<file path="config.mk">
export PLATFORM = sky130hd
export DESIGN_NAME = fft_sample_loader
export DESIGN_NICKNAME = d
export VERILOG_FILES = /design/src/rtl/fft_sample_loader.sv
export SDC_FILE = /design/constraint.sdc
export NUM_CORES = 1
export LEC_CHECK = 0
export CORE_MARGIN = 2
export CORE_UTILIZATION = 38
export CTS_BUF_LIST = sky130_fd_sc_hd__clkbuf_8
export CTS_CLUSTER_SIZE = 25
export DETAILED_ROUTE_END_ITERATION = 10
export GPL_TIMING_DRIVEN = 0
export PLACE_DENSITY = 0.78
export SLEW_MARGIN = 20
export SYNTH_ARGS = -nofsm -noshare
export SYNTH_HDL_FRONTEND = slang
export SYNTH_SLANG_ARGS = --single-unit
export TNS_END_PERCENT = 5
</file>
<file path="constraint.sdc">
create_clock -name clk -period 1.7 [get_ports clk]
set_input_delay 0.17 -clock clk [delete_from_list [all_inputs] [get_ports clk]]
set_output_delay 0.17 -clock clk [all_outputs]
set_load 0.1 [all_outputs]
</file>
<file path="src/rtl/fft_sample_loader.sv">
// FFT input stage: loads one frame of complex samples into the sample RAM in
// bit-reversed order and otherwise passes the FFT engine's RAM port through.
module fft_sample_loader #(
    parameter int N_LOG2 = 11,
    parameter int DATA_W = 16
) (
    input  logic                  clk,
    input  logic                  reset,
    input  logic                  start,
    input  logic                  s_valid,
    input  logic [DATA_W-1:0]     s_re,
    input  logic [DATA_W-1:0]     s_im,
    output logic                  s_ready,
    output logic                  busy,
    output logic                  frame_done,
    input  logic                  eng_ce,
    input  logic                  eng_oce,
    input  logic                  eng_wre,
    input  logic [N_LOG2-1:0]     eng_ad,
    input  logic [2*DATA_W-1:0]   eng_din,
    output logic                  ram_ce,
    output logic                  ram_oce,
    output logic                  ram_wre,
    output logic [N_LOG2-1:0]     ram_ad,
    output logic [2*DATA_W-1:0]   ram_din
);

    typedef enum logic [1:0] {
        IDLE,
        LOAD,
        DONE
    } state_t;

    state_t                state_q, state_d;
    logic [N_LOG2-1:0]     cnt_q, cnt_d;
    logic                  wr_en_q, wr_en_d;
    logic [N_LOG2-1:0]     wr_ad_q, wr_ad_d;
    logic [2*DATA_W-1:0]   wr_din_q, wr_din_d;

    function automatic logic [N_LOG2-1:0] bitrev(input logic [N_LOG2-1:0] x);
        logic [N_LOG2-1:0] r;
        r = '0;
        for (int unsigned i = 0; i < N_LOG2; i++) begin
            r[i] = x[N_LOG2-1-i];
        end
        return r;
    endfunction

    always_ff @(posedge clk) begin
        if (reset) begin
            state_q  <= IDLE;
            cnt_q    <= '0;
            wr_en_q  <= 1'b0;
            wr_ad_q  <= '0;
            wr_din_q <= '0;
        end else begin
            state_q  <= state_d;
            cnt_q    <= cnt_d;
            wr_en_q  <= wr_en_d;
            wr_ad_q  <= wr_ad_d;
            wr_din_q <= wr_din_d;
        end
    end

    always_comb begin
        state_d    = state_q;
        cnt_d      = cnt_q;
        wr_en_d    = 1'b0;
        wr_ad_d    = wr_ad_q;
        wr_din_d   = wr_din_q;
        s_ready    = 1'b0;
        busy       = 1'b0;
        frame_done = 1'b0;
        case (state_q)
            IDLE: begin
                if (start) begin
                    state_d = LOAD;
                    cnt_d   = '0;
                end
            end
            LOAD: begin
                s_ready = 1'b1;
                busy    = 1'b1;
                if (s_valid) begin
                    wr_en_d  = 1'b1;
                    wr_ad_d  = bitrev(cnt_q);
                    wr_din_d = {s_re, s_im};
                    cnt_d    = cnt_q + 1'b1;
                    if (cnt_q == '1) begin
                        state_d = DONE;
                    end
                end
            end
            DONE: begin
                busy       = 1'b1;
                frame_done = 1'b1;
                state_d    = IDLE;
            end
            default: state_d = IDLE;
        endcase
    end

    // The last sample's registered write drains during DONE, hence the mux keys on busy.
    always_comb begin
        if (busy) begin
            ram_ce  = wr_en_q;
            ram_oce = 1'b0;
            ram_wre = wr_en_q;
            ram_ad  = wr_ad_q;
            ram_din = wr_din_q;
        end else begin
            ram_ce  = eng_ce;
            ram_oce = eng_oce;
            ram_wre = eng_wre;
            ram_ad  = eng_ad;
            ram_din = eng_din;
        end
    end

endmodule

</file>
Figure 1. Sequential cells grouped by signal name (run 1).
Scale bar: 20 µm. Other sequential cells in the stronger gray, the rest of the logic in the fainter gray.
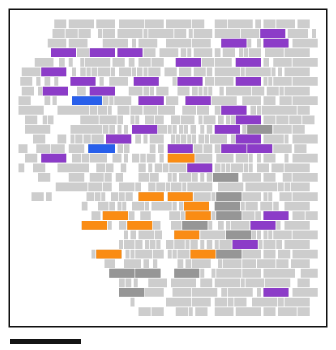
state_q -> blue  # flops 2
cnt_q -> orange  # flops 11
wr_din_q -> purple  # flops 32
not colored = 12

Figure 2. Cell sizes after repair (run 1).
Scale bar: 20 µm.
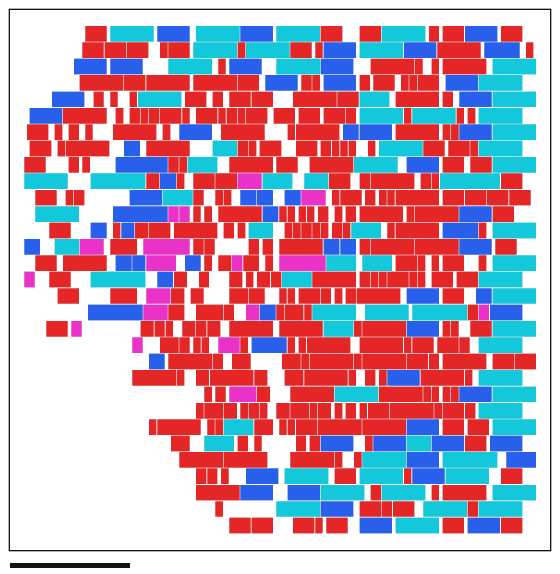
x3 and x4 -> blue  # cells 66, share 13%, most used mux2_4
x6 and larger -> cyan  # cells 68, share 14%, most used buf_12
x1 and smaller -> red  # cells 341, share 69%, most used nand2_1
x2 -> magenta  # cells 18, share 3.7%, most used buf_2
post-route cell area: 5320 µm²
Syn-to-layout area delta: 90.9%
number of non-clock buffers in the layout: 164
Final WS setup: -0.320 ns

Figure 3. Clock wiring as the flow saved it (run 1).
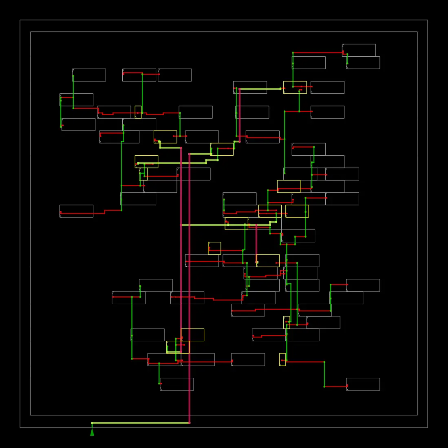
total clock buffers created by CTS: 9
Clock Buffer Count: 11
Setup Skew: 0.00865 ns

==> Slide: Implementation Results, run 1 <==
Implementation Results

Run status
  • Outcome: finished, violations left
  • Failing checks: setup timing

Power
  • Switching part of the total: 0.471
  • Psw: 3.78 mW
  • Peak VDD IR: 0.926 mV
  • Leakage: 2.14 nW
  • Combinational share of power: 0.673
  • Pwr per Cell Area: 1510 nW/µm²
  • Clock Power Share: 0.140
  • Sequential share of power: 0.188
  • Pint: 4.25 mW
  • Pwr top: combinational logic
  • P_seq: 1.51 mW
  • Tot Pwr: 8.04 mW
  • Combinational power: 5.41 mW

Worst hold path
  • Hold Path End: cnt_q[1]$_SDFFE_PP0P_
  • Hold Crit Class: in -> reg
  • Hold depth: 4
  • Hold Path Origin: s_valid

Cells and area
  • Seq cells: 57
  • Sequential cell area share: 0.216
  • # fillers: 436
  • Non-clock buffer share: 0.394
  • MI comb area: 1750 µm²
  • Most numerous logic cells after layout: nand2_1, clkdlybuf4s50_1, dfxtp_1, buf_12, a21oi_1
  • Top class by area: non-clock buffers
  • Inverters: 6
  • Final Util: 0.741
  • Reg area: 1150 µm²
  • Fin cells: 592
  • # nets final: 575
  • Share of cells above drive strength 1: 0.308
  • Max reg flops: 32
  • Biggest register: wr_din_q
  • Multi-In Gates: 250
  • Largest registers: wr_din_q: 32 flops, cnt_q: 11 flops, wr_ad_q: 11 flops
  • Multi-input combinational area share: 0.329
  • Number of inserted diodes: 0

Timing
  • Tcrit/Tclk final: 1.19
  • Final WS setup: -0.320 ns
  • Max-slew headroom: 0.598
  • Slew @ Worst Pin: 0.602 ns
  • RSZ-0062 raised after global routing: yes
  • Hold Slack: 0.309 ns
  • Slew Viols, Final: 0
  • Fin. Hold Viols: 0
  • Final setup violation count: 51
  • Minimum clock period: 2.02 ns
  • Setup TNS Final: -12.84 ns

Worst setup path
  • Worst EP required: 1.53 ns
  • CP startpoint: state_q[0]$_SDFFE_PP0P_
  • FF-to-FF Start: state_q[1]$_SDFFE_PP0P_
  • Largest stage delay, worst path: 0.36 ns
  • Worst path bufs/invs: 4
  • CP Class: reg -> out
  • CP max stage cell: dfxtp_4
  • Critical Path AT: 1.85 ns
  • Reg2Reg Depth: 9
  • Worst Setup EP: ram_din[27]
  • Worst setup SP type: flop
  • Crit-path leading delay family: buffers and inverters
  • Worst path depth: 6

Floorplanning
  • DIE WIDTH: 89.6 µm
  • Tapcells: 99
  • Chip area: 8030 µm²
  • Cell Rows: 31
  • # IOs: 131
  • Chip Height: 89.6 µm

Synthesis
  • Post-synth cell types: 33
  • Yosys adder share: 0.0225
  • Ys flops: 57
  • Syn Area/Cell: 8.32 µm²
  • List of most frequent post-synthesis cells: nand2_1, dfxtp_1, a21oi_1
  • Syn_nets: 422
  • Post-Synth XOR/XNOR Area: 0.0220
  • Area reported by Yosys stat: 2790 µm²
  • Aoi share: 0.101
  • Gate count of the mapped netlist: 335
  • Synth Warn #: 0
  • Register share after synthesis: 0.410
  • Top_reg_cell synth: dfxtp_1
  • Ys cells: 335
  • Async S/R FF share, synth: 0
  • Main area contributors: dfxtp_1, mux2_2, nand2_1
  • Post-synth EDFFs: 0
  • Count leader, synth: nand2_1
  • Mux cell area share: 0.186
  • Synth top area share: 0.410
  • Dominant combinational family: simple AND/OR/NAND/NOR gates
  • Area leader, netlist: dfxtp_1

Place
  • Area after DPL: 4460 µm²
  • Final RePlAce weighted congestion: 0.829
  • Placed Instances: 563
  • DP Worst Slack: -0.880 ns
  • HPWL after detailed placement: 6120 µm

CTS
  • Clock sinks: 57
  • Clk latency late pin: 0.34 ns
  • Post-CTS Resized: 424
  • Hold_buf cts: 0
  • CTS tree: built
  • H-tree level count: 3
  • Clk slew on worst S/H paths: 0.06 ns
  • Clock Path Buffers: 2

Global routing
  • GRT Resource Usage Total: 0.230
  • Grt peak-use layer: met2
  • GRT overflow: 0
  • M1 GR Usage: 0.259
  • Met3 Use GR: 0.0530
  • First-pass GRT wire length: 14100 µm
  • Antenna violations before repair: 0
  • Met2 GRT Util: 0.422
  • Largest net degree at the start of global routing: 11
  • Vias in the first global route: 2992

Detailed routing
  • Vias: 3052
  • Final wirelength: 10600 µm
  • DRT iter0 DRCs: 147
  • DRC violation count after routing: 0
  • Routed wl met2: 5680 µm
  • Wire length on met1: 3860 µm
  • Met3 wire length: 793 µm
  • Pre-antenna DRT Iters: 4
  • Number of routed nets with antenna violations: 0
  • Top sig layer: met4
  • Wire length per cell: 17.9 µm

Job
  • Tool warning count: 32
  • Max-cap violations: 0
==> inputs of run 2 (changes only) <==
--- a/config.mk
+++ b/config.mk
@@ -6,10 +6,11 @@
 export NUM_CORES = 1
 export LEC_CHECK = 0
 export CORE_MARGIN = 2
-export CORE_UTILIZATION = 38
+export CORE_UTILIZATION = 59
 export CTS_BUF_LIST = sky130_fd_sc_hd__clkbuf_8
 export CTS_CLUSTER_SIZE = 25
 export DETAILED_ROUTE_END_ITERATION = 10
+export DONT_BUFFER_PORTS = 1
 export GPL_TIMING_DRIVEN = 0
 export PLACE_DENSITY = 0.78
 export SLEW_MARGIN = 20
Figure 4. Cell classes on the final placement (run 2).
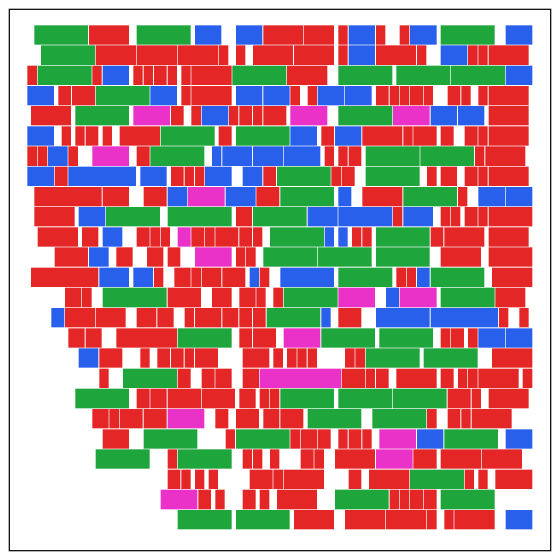
remaining logic cells -> red  # cells 256, share of their area 48%
remaining buffers and delay cells -> blue  # cells 60, share of their area 16%
registers -> green  # cells 57, share of their area 30%
clock drivers and dummy loads -> magenta  # cells 15, share of their area 5.6%
Final Util: 0.835
Placeable Area: 4630 µm²
post-route cell area: 3870 µm²
Cell Rows: 25
sequential cell area share: 0.297

==> run 2 against run 1 <==
Effect of this change:
- the run still ends with setup timing left
- setup slack got worse by 0.23 ns
- power fell by 15%
- clock power rose by 21%
- critical path type unchanged
- sequential share of layout area rose by 8.1 points
- synthesized area did not move
- maximum frequency fell by 10%
- non-clock buffer count fell by 104
- via count fell by 14%
==> Slide: Implementation Results, run 2 <==
Implementation Results

Run status
  • Outcome: finished, violations left
  • Failing checks: setup timing

Timing
  • Minimum clock period: 2.25 ns (+0.228 ns)
  • Slew Viols, Final: 0 (unchanged)
  • Max-slew headroom: 0.534 (-0.0644)
  • RSZ-0062 raised after global routing: yes
  • Setup TNS Final: -27.12 ns (-14.28 ns)
  • Final setup violation count: 94 (+84%)
  • Final WS setup: -0.548 ns (-0.228 ns)

Global routing
  • GRT Resource Usage Total: 0.298 (+0.0682)
  • Antenna violations before repair: 0 (unchanged)
  • Met3 Use GR: 0.0843 (+0.0312)
  • Grt peak-use layer: met2
  • First-pass GRT wire length: 12000 µm (-15%)

Synthesis
  • Gate count of the mapped netlist: 335 (unchanged)
  • Synth Warn #: 0 (unchanged)
  • Aoi share: 0.101 (unchanged)
  • List of most frequent post-synthesis cells: nand2_1, dfxtp_1, a21oi_1
  • Yosys adder share: 0.0225 (unchanged)
  • Mux cell area share: 0.186 (unchanged)
  • Synth top area share: 0.410 (unchanged)
  • Area leader, netlist: dfxtp_1
  • Count leader, synth: nand2_1
  • Post-synth EDFFs: 0 (unchanged)
  • Dominant combinational family: simple AND/OR/NAND/NOR gates
  • Ys flops: 57 (unchanged)
  • Register share after synthesis: 0.410 (unchanged)

Floorplanning
  • Chip area: 5290 µm² (-34%)
  • Chip Height: 72.7 µm (-19%)

Detailed routing
  • Routed wl met2: 4210 µm (-26%)
  • Vias: 2635 (-14%)
  • Top sig layer: met4
  • Wire length per cell: 18.4 µm (+2.6%)
  • Pre-antenna DRT Iters: 5 (+1)
  • Number of routed nets with antenna violations: 0 (unchanged)

Worst setup path
  • CP Class: reg -> out
  • Critical Path AT: 2.08 ns (+0.23 ns)
  • Worst path bufs/invs: 3 (-1)
  • Worst setup SP type: flop
  • Reg2Reg Depth: 8 (-1)
  • Worst Setup EP: ram_ad[7]

Cells and area
  • Fin cells: 442 (-25%)
  • Largest registers: wr_din_q: 32 flops, cnt_q: 11 flops, wr_ad_q: 11 flops
  • Max reg flops: 32 (unchanged)
  • MI comb area: 1810 µm² (+3.1%)
  • Biggest register: wr_din_q
  • Top class by area: logic gates
  • Reg area: 1150 µm² (+0.11%)
  • Non-clock buffer share: 0.156 (-0.238)
  • Share of cells above drive strength 1: 0.284 (-0.0248)
  • Inverters: 6 (unchanged)

CTS
  • CTS tree: built
  • Clock Path Buffers: 2 (unchanged)
  • Post-CTS Resized: 30 (-93%)
  • Total clock buffers created by CTS: 9 (unchanged)
  • Clk latency late pin: 0.34 ns (about the same)
  • Clk slew on worst S/H paths: 0.06 ns (about the same)

Power
  • Sequential share of power: 0.221 (+0.033)
  • Clock Power Share: 0.198 (+0.058)
  • Pwr per Cell Area: 1760 nW/µm² (+16%)
  • Pwr top: combinational logic
  • Tot Pwr: 6.80 mW (-15%)
  • Peak VDD IR: 1.22 mV (+32%)
  • Switching part of the total: 0.512 (+0.0409)

Job
  • Max-cap violations: 0 (unchanged)
  • Tool warning count: 32 (unchanged)

Worst hold path
  • Hold depth: 2 (-2)

Place
  • Area after DPL: 3120 µm² (-30%)
==> inputs of run 3 (changes only) <==
--- a/config.mk
+++ b/config.mk
@@ -13,7 +13,6 @@
 export DONT_BUFFER_PORTS = 1
 export GPL_TIMING_DRIVEN = 0
 export PLACE_DENSITY = 0.78
-export SLEW_MARGIN = 20
 export SYNTH_ARGS = -nofsm -noshare
 export SYNTH_HDL_FRONTEND = slang
 export SYNTH_SLANG_ARGS = --single-unit
Figure 5. Cell sizes after repair (run 3).
Scale bar: 20 µm.
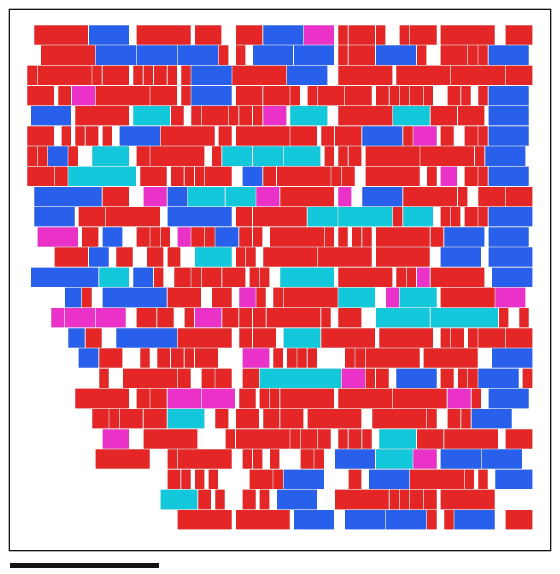
x2 -> magenta  # cells 25, share 6.4%, most used a21oi_2
x1 and smaller -> red  # cells 278, share 72%, most used nand2_1
x3 and x4 -> blue  # cells 59, share 15%, most used mux2_4
x6 and larger -> cyan  # cells 26, share 6.7%, most used clkbuf_8
number of non-clock buffers in the layout: 60
Syn-to-layout area delta: 38.8%

==> run 3 against run 2 <==
Effect of this change:
- the flow still finishes with violations (setup timing)
- final cell count is the same
- register-to-register slack is essentially flat
- flip-flop count is the same
- critical path depth is the same
- global-route usage is the same
- largest cell class unchanged
- highest routed layer unchanged
==> Slide: Implementation Results, run 3 <==
Implementation Results

Run status
  • Outcome: finished, violations left
  • Failing checks: setup timing

Cells and area
  • Final Util: 0.835 (unchanged)
  • Non-clock buffer share: 0.156 (unchanged)
  • Inverters: 6 (unchanged)
  • Max reg flops: 32 (unchanged)
  • Share of cells above drive strength 1: 0.284 (unchanged)
  • Sequential cell area share: 0.297 (unchanged)
  • Reg area: 1150 µm² (unchanged)
  • Fin cells: 442 (unchanged)
  • Top class by area: logic gates
  • Biggest register: wr_din_q
  • Largest registers: wr_din_q: 32 flops, cnt_q: 11 flops, wr_ad_q: 11 flops
  • Multi-In Gates: 250
  • Post-route cell area: 3870 µm² (unchanged)
  • Multi-input combinational area share: 0.467

Detailed routing
  • Wire length per cell: 18.4 µm (unchanged)
  • Number of routed nets with antenna violations: 0 (unchanged)
  • Top sig layer: met4
  • Routed wl met2: 4210 µm (unchanged)
  • Pre-antenna DRT Iters: 5 (unchanged)
  • Vias: 2635 (unchanged)

CTS
  • Post-CTS Resized: 30 (unchanged)
  • Hold_buf cts: 32
  • Total clock buffers created by CTS: 9 (unchanged)
  • CTS tree: built
  • Clk latency late pin: 0.34 ns (about the same)
  • Clock Path Buffers: 2 (unchanged)
  • Clk slew on worst S/H paths: 0.06 ns (about the same)
  • Post-CTS Setup Inserts: 2

Worst setup path
  • Worst path bufs/invs: 3 (unchanged)
  • Largest stage delay, worst path: 0.48 ns
  • Worst setup SP type: flop
  • CP Class: reg -> out
  • Critical Path AT: 2.08 ns (about the same)
  • Worst Setup EP: ram_ad[7]
  • Reg2Reg Depth: 8 (unchanged)

Timing
  • Minimum clock period: 2.25 ns (unchanged)
  • Setup TNS Final: -27.12 ns (unchanged)
  • Final setup violation count: 94 (unchanged)
  • Slew Viols, Final: 0 (unchanged)
  • RSZ-0062 raised after global routing: yes
  • Final WS setup: -0.548 ns (unchanged)
  • Max-slew headroom: 0.534 (unchanged)

Floorplanning
  • Cell Rows: 25 (unchanged)
  • Chip area: 5290 µm² (unchanged)
  • Chip Height: 72.7 µm (unchanged)

Worst hold path
  • Hold depth: 2 (unchanged)

Power
  • Clock Power Share: 0.198 (about the same)
  • Tot Pwr: 6.80 mW (unchanged)
  • Pwr top: combinational logic
  • Switching part of the total: 0.512 (unchanged)
  • Pwr per Cell Area: 1760 nW/µm² (unchanged)
  • Peak VDD IR: 1.22 mV (unchanged)
  • Sequential share of power: 0.221 (about the same)
  • P_seq: 1.50 mW

Synthesis
  • Mux cell area share: 0.186 (unchanged)
  • Yosys adder share: 0.0225 (unchanged)
  • Post-synth EDFFs: 0 (unchanged)
  • Gate count of the mapped netlist: 335 (unchanged)
  • Count leader, synth: nand2_1
  • Synth Warn #: 0 (unchanged)
  • Aoi share: 0.101 (unchanged)
  • Synth top area share: 0.410 (unchanged)
  • Async S/R FF share, synth: 0
  • Dominant combinational family: simple AND/OR/NAND/NOR gates
  • Area leader, netlist: dfxtp_1
  • List of most frequent post-synthesis cells: nand2_1, dfxtp_1, a21oi_1
  • Register share after synthesis: 0.410 (unchanged)
  • Ys flops: 57 (unchanged)
  • Post-synth cell types: 33

Global routing
  • First-pass GRT wire length: 12000 µm (unchanged)
  • Grt peak-use layer: met2
  • Antenna violations before repair: 0 (unchanged)
  • Met3 Use GR: 0.0843 (unchanged)
  • GRT Resource Usage Total: 0.298 (unchanged)

Place
  • Area after DPL: 3120 µm² (unchanged)
  • DP Worst Slack: -0.267 ns

Job
  • Max-cap violations: 0 (unchanged)
  • Tool warning count: 32 (unchanged)

==> screenshots <==
Clock wires, drivers and flops.
panel A
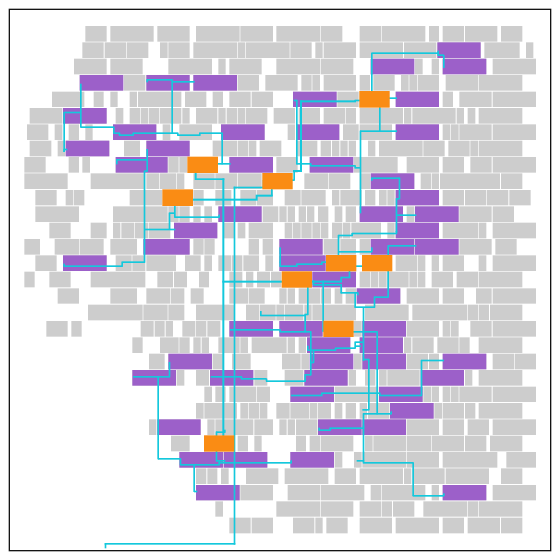
panel B
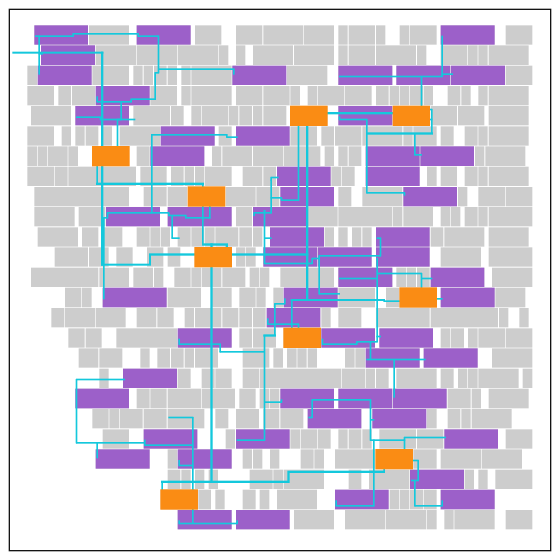
- run 2 = panel B
- run 1 = panel A

Key to panel B:
flip-flops -> purple  # count 57
clock wires -> cyan  # length 707 µm
clock-net drivers -> orange  # count 9
flops lie = widely spread
routed clock nets = 10

Power is estimated from default activity; no workload was simulated.
